`config.mk`:
```
export PLATFORM = sky130hd
export DESIGN_NAME = data_write_buffer
export DESIGN_NICKNAME = d
export VERILOG_FILES = /design/src/rtl/mips_mem_pkg.sv /design/src/rtl/data_write_buffer_fifo.sv /design/src/rtl/data_write_buffer.sv
export SDC_FILE = /design/constraint.sdc
export NUM_CORES = 1
export LEC_CHECK = 0
export ABC_CLOCK_PERIOD_IN_PS = 8500
export CORE_UTILIZATION = 45
export DETAILED_ROUTE_END_ITERATION = 12
export PLACE_DENSITY = 0.76
export SYNTH_ARGS = -nofsm -noshare
export SYNTH_HDL_FRONTEND = slang
export SYNTH_SLANG_ARGS = --single-unit
```
`constraint.sdc`:
```
create_clock -name Clock -period 8.5 [get_ports Clock]
set_clock_uncertainty 0.1 [all_clocks]
set_input_delay 2.55 -clock Clock [delete_from_list [all_inputs] [get_ports Clock]]
set_output_delay 2.55 -clock Clock [all_outputs]
set_load 0.02 [all_outputs]
```
`src/rtl/mips_mem_pkg.sv`:
```
// Shared types and defaults for the posted data-memory write buffer.
package mips_mem_pkg;

  localparam int WB_DEPTH = 4;
  localparam int WB_AW    = 32;
  localparam int WB_DW    = 32;

  typedef enum logic [1:0] {
    ST_IDLE  = 2'd0,
    ST_WR    = 2'd1,
    ST_RD    = 2'd2,
    ST_LDONE = 2'd3
  } wb_state_e;

  typedef struct packed {
    logic [WB_AW-1:0] addr;
    logic [WB_DW-1:0] data;
  } wb_entry_t;

endpackage

```
`src/rtl/data_write_buffer_fifo.sv`:
```
// In-order store FIFO with wrap-bit pointers; youngest-match search only when
// WB_FORWARD_EN is defined.
module wb_fifo
  import mips_mem_pkg::*;
#(
  parameter int DEPTH = WB_DEPTH,
  parameter int AW    = WB_AW,
  parameter int DW    = WB_DW
) (
  input  logic          clk,
  input  logic          rst_n,
  input  logic          push_i,
  input  logic [AW-1:0] push_addr_i,
  input  logic [DW-1:0] push_data_i,
  input  logic          pop_i,
  output logic          full_o,
  output logic          empty_o,
  output logic [AW-1:0] head_addr_o,
  output logic [DW-1:0] head_data_o
`ifdef WB_FORWARD_EN
  ,
  input  logic [AW-1:0] srch_addr_i,
  output logic          hit_o,
  output logic [DW-1:0] hit_data_o
`endif
);

  localparam int IW = $clog2(DEPTH);
  localparam int PW = IW + 1;

  logic [PW-1:0] head_q, head_d, tail_q, tail_d;
  logic [AW-1:0] addr_mem [DEPTH];
  logic [DW-1:0] data_mem [DEPTH];

  assign empty_o     = (head_q == tail_q);
  assign full_o      = ((head_q ^ tail_q) == {1'b1, {IW{1'b0}}});
  assign head_addr_o = addr_mem[head_q[IW-1:0]];
  assign head_data_o = data_mem[head_q[IW-1:0]];

  always_comb begin
    head_d = head_q + PW'(pop_i && !empty_o);
    tail_d = tail_q + PW'(push_i && !full_o);
  end

  always_ff @(posedge clk or negedge rst_n) begin
    if (!rst_n) begin
      head_q <= '0;
      tail_q <= '0;
    end else begin
      head_q <= head_d;
      tail_q <= tail_d;
    end
  end

  always_ff @(posedge clk) begin
    if (push_i && !full_o) begin
      addr_mem[tail_q[IW-1:0]] <= push_addr_i;
      data_mem[tail_q[IW-1:0]] <= push_data_i;
    end
  end

`ifdef WB_FORWARD_EN
  logic [PW-1:0] count;
  logic [IW-1:0] idx;
  assign count = tail_q - head_q;

  // Walk oldest to youngest so the last match found is the youngest one.
  always_comb begin
    hit_o      = 1'b0;
    hit_data_o = '0;
    idx        = '0;
    for (int k = 0; k < DEPTH; k++) begin
      idx = head_q[IW-1:0] + IW'(k);
      if ((PW'(k) < count) && (addr_mem[idx] == srch_addr_i)) begin
        hit_o      = 1'b1;
        hit_data_o = data_mem[idx];
      end
    end
  end
`endif

endmodule

```
`src/rtl/data_write_buffer.sv`:
```
// Posted store buffer between the core data port and a handshaked memory.
// Optional store-to-load forwarding is enabled by defining WB_FORWARD_EN.
module data_write_buffer
  import mips_mem_pkg::*;
#(
  parameter int DEPTH = WB_DEPTH,
  parameter int AW    = WB_AW,
  parameter int DW    = WB_DW
) (
  input  logic          Clock,
  input  logic          Reset_n,
  input  logic          MemWrite,
  input  logic          MemRead,
  input  logic [AW-1:0] Address_DataMem,
  input  logic [DW-1:0] WriteData_DataMem,
  output logic [DW-1:0] ReadData_DataMem,
  output logic          Stall,
  output logic          Mem_Req,
  output logic          Mem_We,
  output logic [AW-1:0] Mem_Addr,
  output logic [DW-1:0] Mem_WData,
  input  logic          Mem_Ack,
  input  logic [DW-1:0] Mem_RData
);

  wb_state_e     state_q, state_d;
  logic          req_q, we_q;
  logic [AW-1:0] addr_q;
  logic [DW-1:0] wdata_q, load_q;
  logic          full, empty, hit, is_load, rd_go, ack_ok;
  logic [AW-1:0] head_addr;
  logic [DW-1:0] head_data;

  // A simultaneous store and load is taken as a store only.
  assign is_load = MemRead && !MemWrite;
  assign ack_ok  = Mem_Ack && req_q;

`ifdef WB_FORWARD_EN
  logic [DW-1:0] hit_data;
  assign rd_go = is_load && !hit;
`else
  assign hit   = 1'b0;
  assign rd_go = is_load && empty;
`endif

  wb_fifo #(.DEPTH(DEPTH), .AW(AW), .DW(DW)) u_fifo (
    .clk         (Clock),
    .rst_n       (Reset_n),
    .push_i      (MemWrite),
    .push_addr_i (Address_DataMem),
    .push_data_i (WriteData_DataMem),
    .pop_i       (state_q == ST_WR && ack_ok),
    .full_o      (full),
    .empty_o     (empty),
    .head_addr_o (head_addr),
    .head_data_o (head_data)
`ifdef WB_FORWARD_EN
    ,
    .srch_addr_i (Address_DataMem),
    .hit_o       (hit),
    .hit_data_o  (hit_data)
`endif
  );

  always_ff @(posedge Clock or negedge Reset_n) begin
    if (!Reset_n) state_q <= ST_IDLE;
    else          state_q <= state_d;
  end

  always_comb begin
    state_d          = state_q;
    ReadData_DataMem = '0;
    Stall            = (MemWrite && full) || (is_load && !hit && state_q != ST_LDONE);
    if (is_load && state_q == ST_LDONE) ReadData_DataMem = load_q;
`ifdef WB_FORWARD_EN
    else if (is_load && hit) ReadData_DataMem = hit_data;
`endif
    case (state_q)
      ST_IDLE: begin
        if (rd_go)       state_d = ST_RD;
        else if (!empty) state_d = ST_WR;
      end
      ST_WR:    if (ack_ok) state_d = rd_go ? ST_RD : ST_IDLE;
      ST_RD:    if (ack_ok) state_d = ST_LDONE;
      ST_LDONE: state_d = ST_IDLE;
      default:  state_d = ST_IDLE;
    endcase
  end

  // WR->RD enters with the request low so Mem_Req always gaps between transfers.
  always_ff @(posedge Clock or negedge Reset_n) begin
    if (!Reset_n) begin
      req_q   <= 1'b0;
      we_q    <= 1'b0;
      addr_q  <= '0;
      wdata_q <= '0;
      load_q  <= '0;
    end else begin
      if (state_q == ST_IDLE && state_d == ST_WR) begin
        req_q   <= 1'b1;
        we_q    <= 1'b1;
        addr_q  <= head_addr;
        wdata_q <= head_data;
      end else if (state_q == ST_IDLE && state_d == ST_RD) begin
        req_q  <= 1'b1;
        we_q   <= 1'b0;
        addr_q <= Address_DataMem;
      end else if (state_q == ST_WR && state_d == ST_RD) begin
        req_q  <= 1'b0;
        we_q   <= 1'b0;
        addr_q <= Address_DataMem;
      end else if (state_q == ST_RD && !req_q) begin
        req_q <= 1'b1;
      end else if (ack_ok) begin
        req_q <= 1'b0;
        we_q  <= 1'b0;
      end
      if (state_q == ST_RD && ack_ok) load_q <= Mem_RData;
    end
  end

  assign Mem_Req   = req_q;
  assign Mem_We    = we_q;
  assign Mem_Addr  = addr_q;
  assign Mem_WData = wdata_q;

endmodule

```
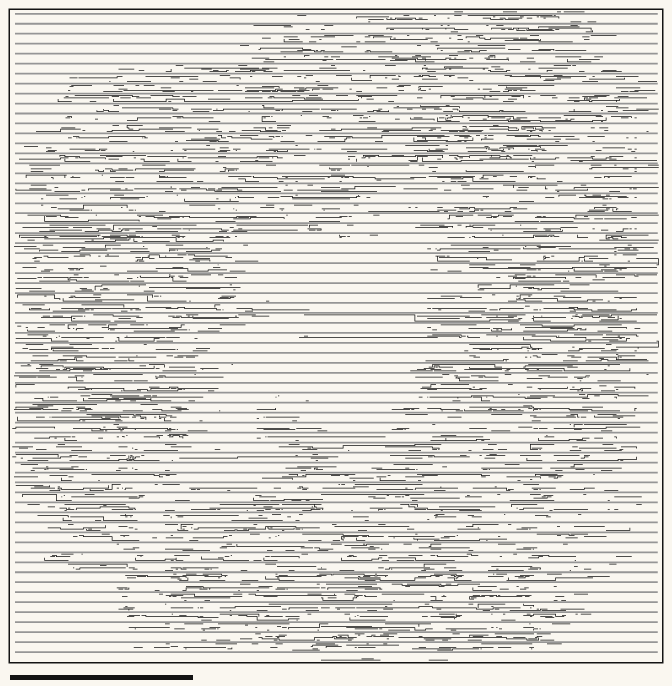
*The metal 1 layer, run 1*
Bar = 50 µm. Supply wires on this layer in gray.
- nets with wire on the layer: 876
- wire length on this layer: 11,100 µm
- main direction: horizontal
total via count after detailed routing: 6,819
met1 layer usage reported by global route: 23.0%
Total Routed Length: 26,600 µm

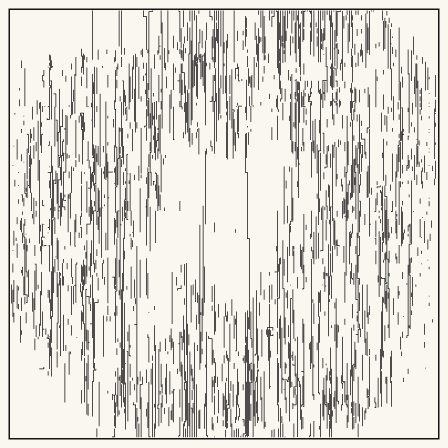
*The metal 2 layer, run 1*
- longest straight run: 64.9 µm
- main direction: vertical
met2 demand-to-capacity share in global routing: 29.0%

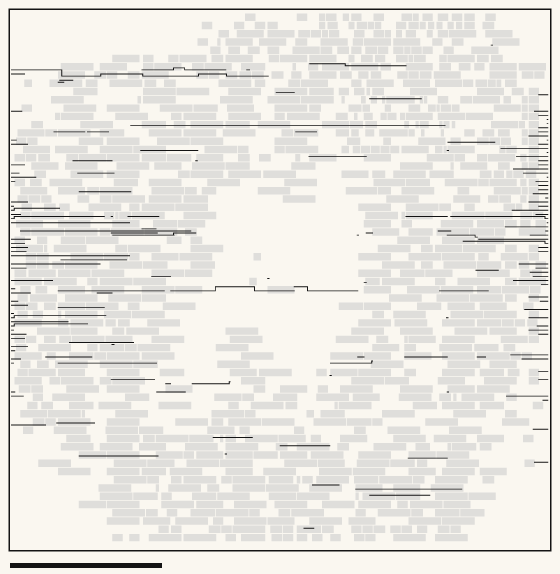
*Met3 routing, run 1*
Bar = 50 µm. Cells faint in the background.
- longest straight run: 104 µm
- nets with wire on the layer: 124
- share of all routed wire: 6.5%
- main direction: horizontal
- wire length on this layer: 1,720 µm

==> flow_results.org, run 1 <==
#+TITLE: Synthesis and PnR summary

** Clocking
- Clock insertion delay at the later pin of the skew report :: 0.51 ns
- The clock H-tree reported by CTS has 2 levels.
- Number of gates resized after cts :: 0
- In this run the clock root is driven by a clkbuf_16.

** Critical path
- The data required time reported for the critical path is 5.85 ns.
- Arrival time at the worst endpoint :: 4.41 ns
- Buffer-and-inverter tally for the worst setup path :: 3
- The startpoint identified for the worst register-to-register timing path is u_fifo.head_q[1].

** Power and ir drop
- Total Power Consumption :: 4.30 mW
- Sequential fraction of design power :: 52.3%
- Int Power :: 3.34 mW
- Per the summary, power density relative to cell area is 244 nW/µm².

** Route
- First drt pass iteration count :: 4
- DRC Markers :: 0

** Synth
- The most used flip-flop cell after synthesis is edfxtp_1.
- Sorting the Yosys area breakdown by cell type puts at the top edfxtp_1.
- Number of standard cells reported by yosys :: 660
- Yosys stat area :: 13,900 µm²
- Sequential elements use 74.3% of the synthesized area.

** Flow run
- OpenROAD emitted warnings numbering 26.

** Run status
- Status :: complete, no violations

** GRT
- The first global-routing pass estimated 41,500 µm of wire.

** Floorplan
- In this run the standard cell core region covers 30,500 µm².
- Number of standard-cell rows in the floorplan :: 64

** Final layout
- From synthesis to final layout, the design area changed by 26.6%.
- Share of final-layout standard cells stronger than drive strength 1 :: 29.3%
- Layout buffer count excluding clock buffers :: 211
- Non-clock buffer share :: 11.8%
- The layout contains a multi-input combinational cell count of 263.
- # fillers :: 2,288

** STA
- Checking max transition, the worst relative margin is 28.9%.
- Unrepaired setup endpoints after global routing :: false
- Setup tns final :: 0 ns
- Endpoints failing hold in the final report were tallied at 0.

** Placement
- Port buffering added 199 buffers.
## run 1: through the flow
stage               util, %  instance area, µm²
finish                 57.7               17600
detailed placement     53.6               16300
CTS                    57.7               17600
global placement       53.6               16300
global route           57.7               17600
floorplan                 -               13900
## run 1: cell usage in the layout, fill, tap and decap left out, types with 6 or more instances in the layout
cell type,count
and2_1,32
mux4_2,64
clkbuf_16,41
clkdlybuf4s50_1,198
dfrtp_1,104
edfxtp_1,256
clkbuf_1,12
buf_4,13
nand2_1,6
mux2_2,127
## run 1: worst paths after layout
check / end / slack, ns
max in group asynchronous: u_fifo.head_q[0] / 4.92
min: Mem_Addr[6] / 0.39
max reg2reg: u_fifo.data_mem[2][17] / 4.37
min reg2reg: Mem_Addr[6] / 0.39
max: ReadData_DataMem[29] / 1.44
min in group asynchronous: Mem_Addr[12] / 1.95
==> run 2, diff against run 1 <==
ABC_CLOCK_PERIOD_IN_PS = 6400   (was 8500)
PLACE_DENSITY = 0.79   (was 0.76)
clock period = 6.4 ns   (was 8.5 ns; I/O delays follow)
==> run 2 against run 1 <==
Against the previous run:
- clock power increased by 28%
- setup slack got worse by 0.84 ns
- sequential power increased by 33%
- critical path depth unchanged
- critical path type unchanged
- sequential share of layout area increased by 0.058 points
- routed wire length increased by 0.17%
- hold slack improved by 0.0030 ns
- register-to-register slack got worse by 1.3 ns
- clock-buffer cell count decreased by 2
- cell count increased by 0.31%
- sequential cell count unchanged
- synthesized area unchanged
==> flow_results.org, run 2 <==
#+TITLE: Synthesis and PnR summary

** Run status
- The run finished with clean final reports.

** Route
- The final routed DRC violation total is 0 (unchanged).
- The count of nets left with antenna violations once routing finished came out at 0.
- First drt pass iteration count :: 4 (unchanged)

** STA
- The hold violation total from the final report is 0 (unchanged).
- Worst slew margin relative to its limit :: 28.5% (-0.38 points)
- Setup repair after global routing left no endpoint under its margin.
- Setup tns final :: 0 ns (unchanged)

** Synth
- Number of standard cells reported by yosys :: 660 (unchanged)
- Leading area contributor after synthesis :: edfxtp_1
- By area the synthesized netlist is led by edfxtp_1, dfrtp_1, mux4_2.
- Sequential area share after synthesis :: 74.3% (unchanged)
- The number of nets in the synthesized netlist is 765.
- The area reported by Yosys stat came to 13,900 µm² (unchanged).
- In the synthesized netlist, the number of instances is 660.

** Power and ir drop
- The power per cell area is 321 nW/µm² (+31%).
- Int Power :: 4.35 mW (+30%)
- Of the total power, the share spent switching nets is 22.9%.
- Sequential fraction of design power :: 52.9% (+0.6 points)
- The total chip power was 5.64 mW (+31%).

** Floorplan
- Per the OpenROAD floorplan log, the area of the die is 31,600 µm².
- Number of standard-cell rows in the floorplan :: 64 (unchanged)
- Placeable core area :: 30,500 µm² (unchanged)

** Final layout
- Layout overhead on the synthesized area :: 26.5% (about the same)
- Post-layout util :: 57.7% (about the same)
- Most common cell after layout, fill and taps aside :: edfxtp_1
- # fillers :: 2,270 (-0.79%)
- Final std cell area, no fill :: 17,600 µm² (about the same)
- The proportion of layout cells with a drive suffix above 1 is 29.4% (+0.17 points).
- Final layout net count :: 988
- The finished layout holds 1,310 standard cells, fillers aside.
- Top logic cells by instance count in the layout :: edfxtp_1, clkdlybuf4s50_1, mux2_2, dfrtp_1, mux4_2

** Placement
- Number of buffer cells added on primary ports :: 199 (unchanged)
- The area after detailed placement was 16,400 µm² (+0.18%).

** Worst hold path
- The most critical min-delay path falls under reg -> reg.
- Endpoint, Worst Hold :: Mem_Addr[6]

** GRT
- The first-pass GRT wire length is 41,400 µm (-0.32%).

** Clocking
- Cell at the root of the clock tree :: clkbuf_16
- The count of cells resized by post-cts repair is 0 (unchanged).
- Number of levels in the clock H-tree :: 2 (unchanged)

** Critical path
- Looking at the reg2reg group, the worst path starts from u_fifo.head_q[0].
- Arrival time at the worst endpoint :: 3.78 ns (-0.63 ns)
- The minimum setup slack among reg-to-reg paths was 3.07 ns (-1.30 ns).
- For the worst reg-to-reg path, the endpoint reported by OpenROAD is u_fifo.data_mem[1][27].
- For reference, the critical path is captured by ReadData_DataMem[3].

** Flow run
- Tool warnings :: 26 (unchanged)
run 2: critical path: stages:
cell             delay [ns]
clkdlybuf4s50_1        0.50
nand2_1                0.14
nor2_1                 0.23
buf_4                  0.23
and2_1                 0.15
clkdlybuf4s50_1        0.60
run 2: per-layer routing:
layer	global-route usage [%]	routed length (µm)	up-vias
met4	4.49	446	0
met3	3.79	1530	41
li1	-	-	3066
met1	22.2	11200	3578
met5	0	0	-
met2	29.4	13400	185
run 2: cell type report:
cell class | count | area [µm²] | share of cell area, %
Sequential cell | 362 | 10300 | 58.8
Multi-Input combinational cell | 263 | 3420 | 19.4
Timing Repair Buffer | 214 | 2100 | 11.9
Clock buffer | 55 | 1100 | 6.24
Tap cell | 396 | 495 | 2.82
Clock inverter | 17 | 123 | 0.697
Inverter | 3 | 11.3 | 0.0640
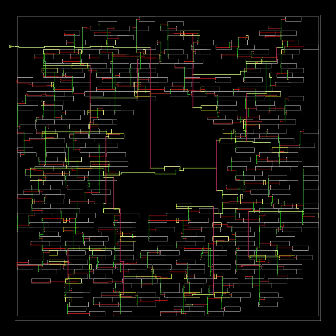
*Clock wiring as the flow saved it, run 2*
clock insertion delay at the later pin of the skew report: 0.51 ns
count of clock tree sinks: 362
power in the clock group: 2.12 mW

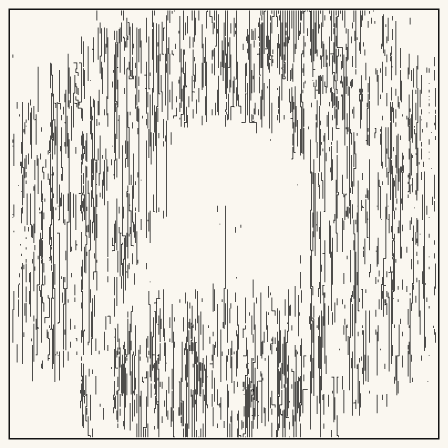
*The metal 2 layer, run 2*
- wire length on this layer: 13,400 µm
- share of all routed wire: 50%
- main direction: vertical
total via count after detailed routing: 6,870
Total Routed Length: 26,700 µm
met2 demand-to-capacity share in global routing: 29.4%

==> run 3, diff against run 2 <==
MAX_ROUTING_LAYER = met4   (was default)
SKIP_LAST_GASP = 1   (was default)
==> run 3 against run 2 <==
Against the previous run:
- global-route usage grew 0.53 points
- setup slack got worse by 0.015 ns
- routed wire length up 0.14%
- cell count did not move
- combinational power barely moved
- synthesized area stayed put
- power barely moved
- first-iteration DRC count is 5.5% higher
- fmax down 0.26%
- sequential cell count unchanged
- critical path type unchanged
- largest cell class unchanged
- highest routed layer unchanged
==> flow_results.org, run 3 <==
#+TITLE: Synthesis and PnR summary

** Route
- Number of routed nets with antenna violations :: 0 (unchanged)
- The number of iterations in the first detailed-routing pass was 4 (unchanged).
- DRC Markers :: 0 (unchanged)

** Final layout
- Combinational gate area :: 3420 µm² (unchanged)
- Register Area :: 10,300 µm² (unchanged)
- Non-clock buffer share :: 11.9% (unchanged)

** Flow run
- The number of OpenROAD warnings was 26 (unchanged).

** Synth
- Synthesized netlist net count :: 765 (unchanged)
- Leading area contributor after synthesis :: edfxtp_1
- Ranked by total cell area, the synthesized netlist is headed by edfxtp_1, dfrtp_1, mux4_2.

** Power and ir drop
- The internal power of the cells is 4.35 mW (about the same).
- The power per cell area was 321 nW/µm² (about the same).
- Switch share :: 22.9% (about the same)

** GRT
- Wire length of the first global-routing pass :: 41,400 µm (about the same)

** Worst hold path
- The endpoint of the worst hold path is reported as Mem_Addr[6].

** Clocking
- The count of cells resized by post-cts repair was 0 (unchanged).
- Per the CTS log, the root buffer master is clkbuf_16.
- The H-tree depth reported by CTS was 2 (unchanged).

** Run status
- Status :: complete, no violations

** STA
- The headroom to the max-slew limit was 28.4% (-0.12 points).

** Critical path
- CP delay by family, top :: buffers and inverters
- The most numerous cell type found on the critical path is clkdlybuf4s50_1.
- Crit-path slowest cell :: clkdlybuf4s50_1
- Launch instance of the worst register-to-register path :: u_fifo.head_q[0]

** Placement
- The total of buffers placed on input and output ports was 199 (unchanged).
[run 3: cell counts in the layout (fill, tap and decap cells not counted)]
No cell type changed its count.
[run 3: per-stage QoR]
stage          hold slack (ns)  cell area, µm²  total power [mW]
2_1_floorplan            0.371           13900              3.31
3_3_place_gp             0.381           16400              3.56
3_5_place_dp             0.379           16400              3.59
4_1_cts                  0.392           17600              5.71
5_1_grt                  0.414           17600              5.85
6_report                 0.392           17600              5.64
[run 3: layer usage]
metal	GRT usage, %	vias to the layer above	part of all wire [%]
li1	-	3061	-
met1	22.4	3582	42
met5	-	-	0
met3	3.62	39	5.6
met4	4.49	0	1.5
met2	29.4	187	50
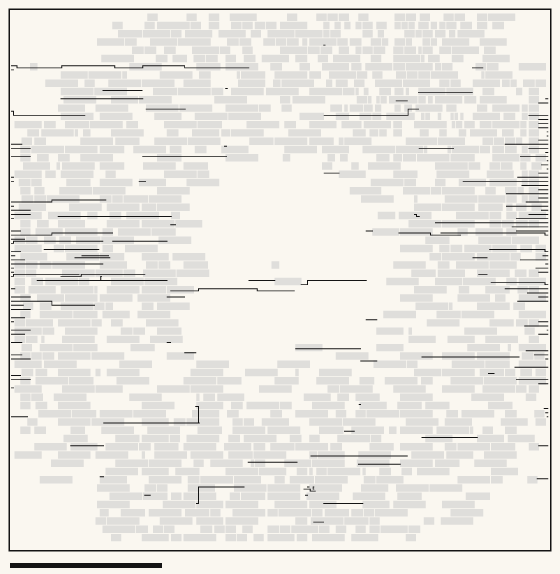
*Met3 routing, run 3*
Bar = 50 µm. Cells faint in the background.
met3 capacity usage during global routing: 3.62%
Total Routed Length: 26,700 µm
total via count after detailed routing: 6,869

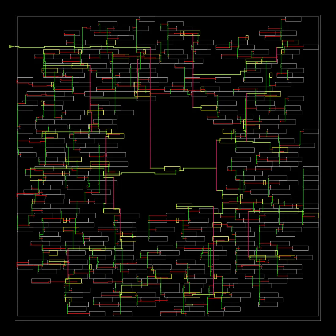
*Clock wiring as the flow saved it, run 3*
count of sequential standard cells: 362
number of buffers created by CTS: 39

Power figures rest on the tool's default switching activity, not on a simulated workload.
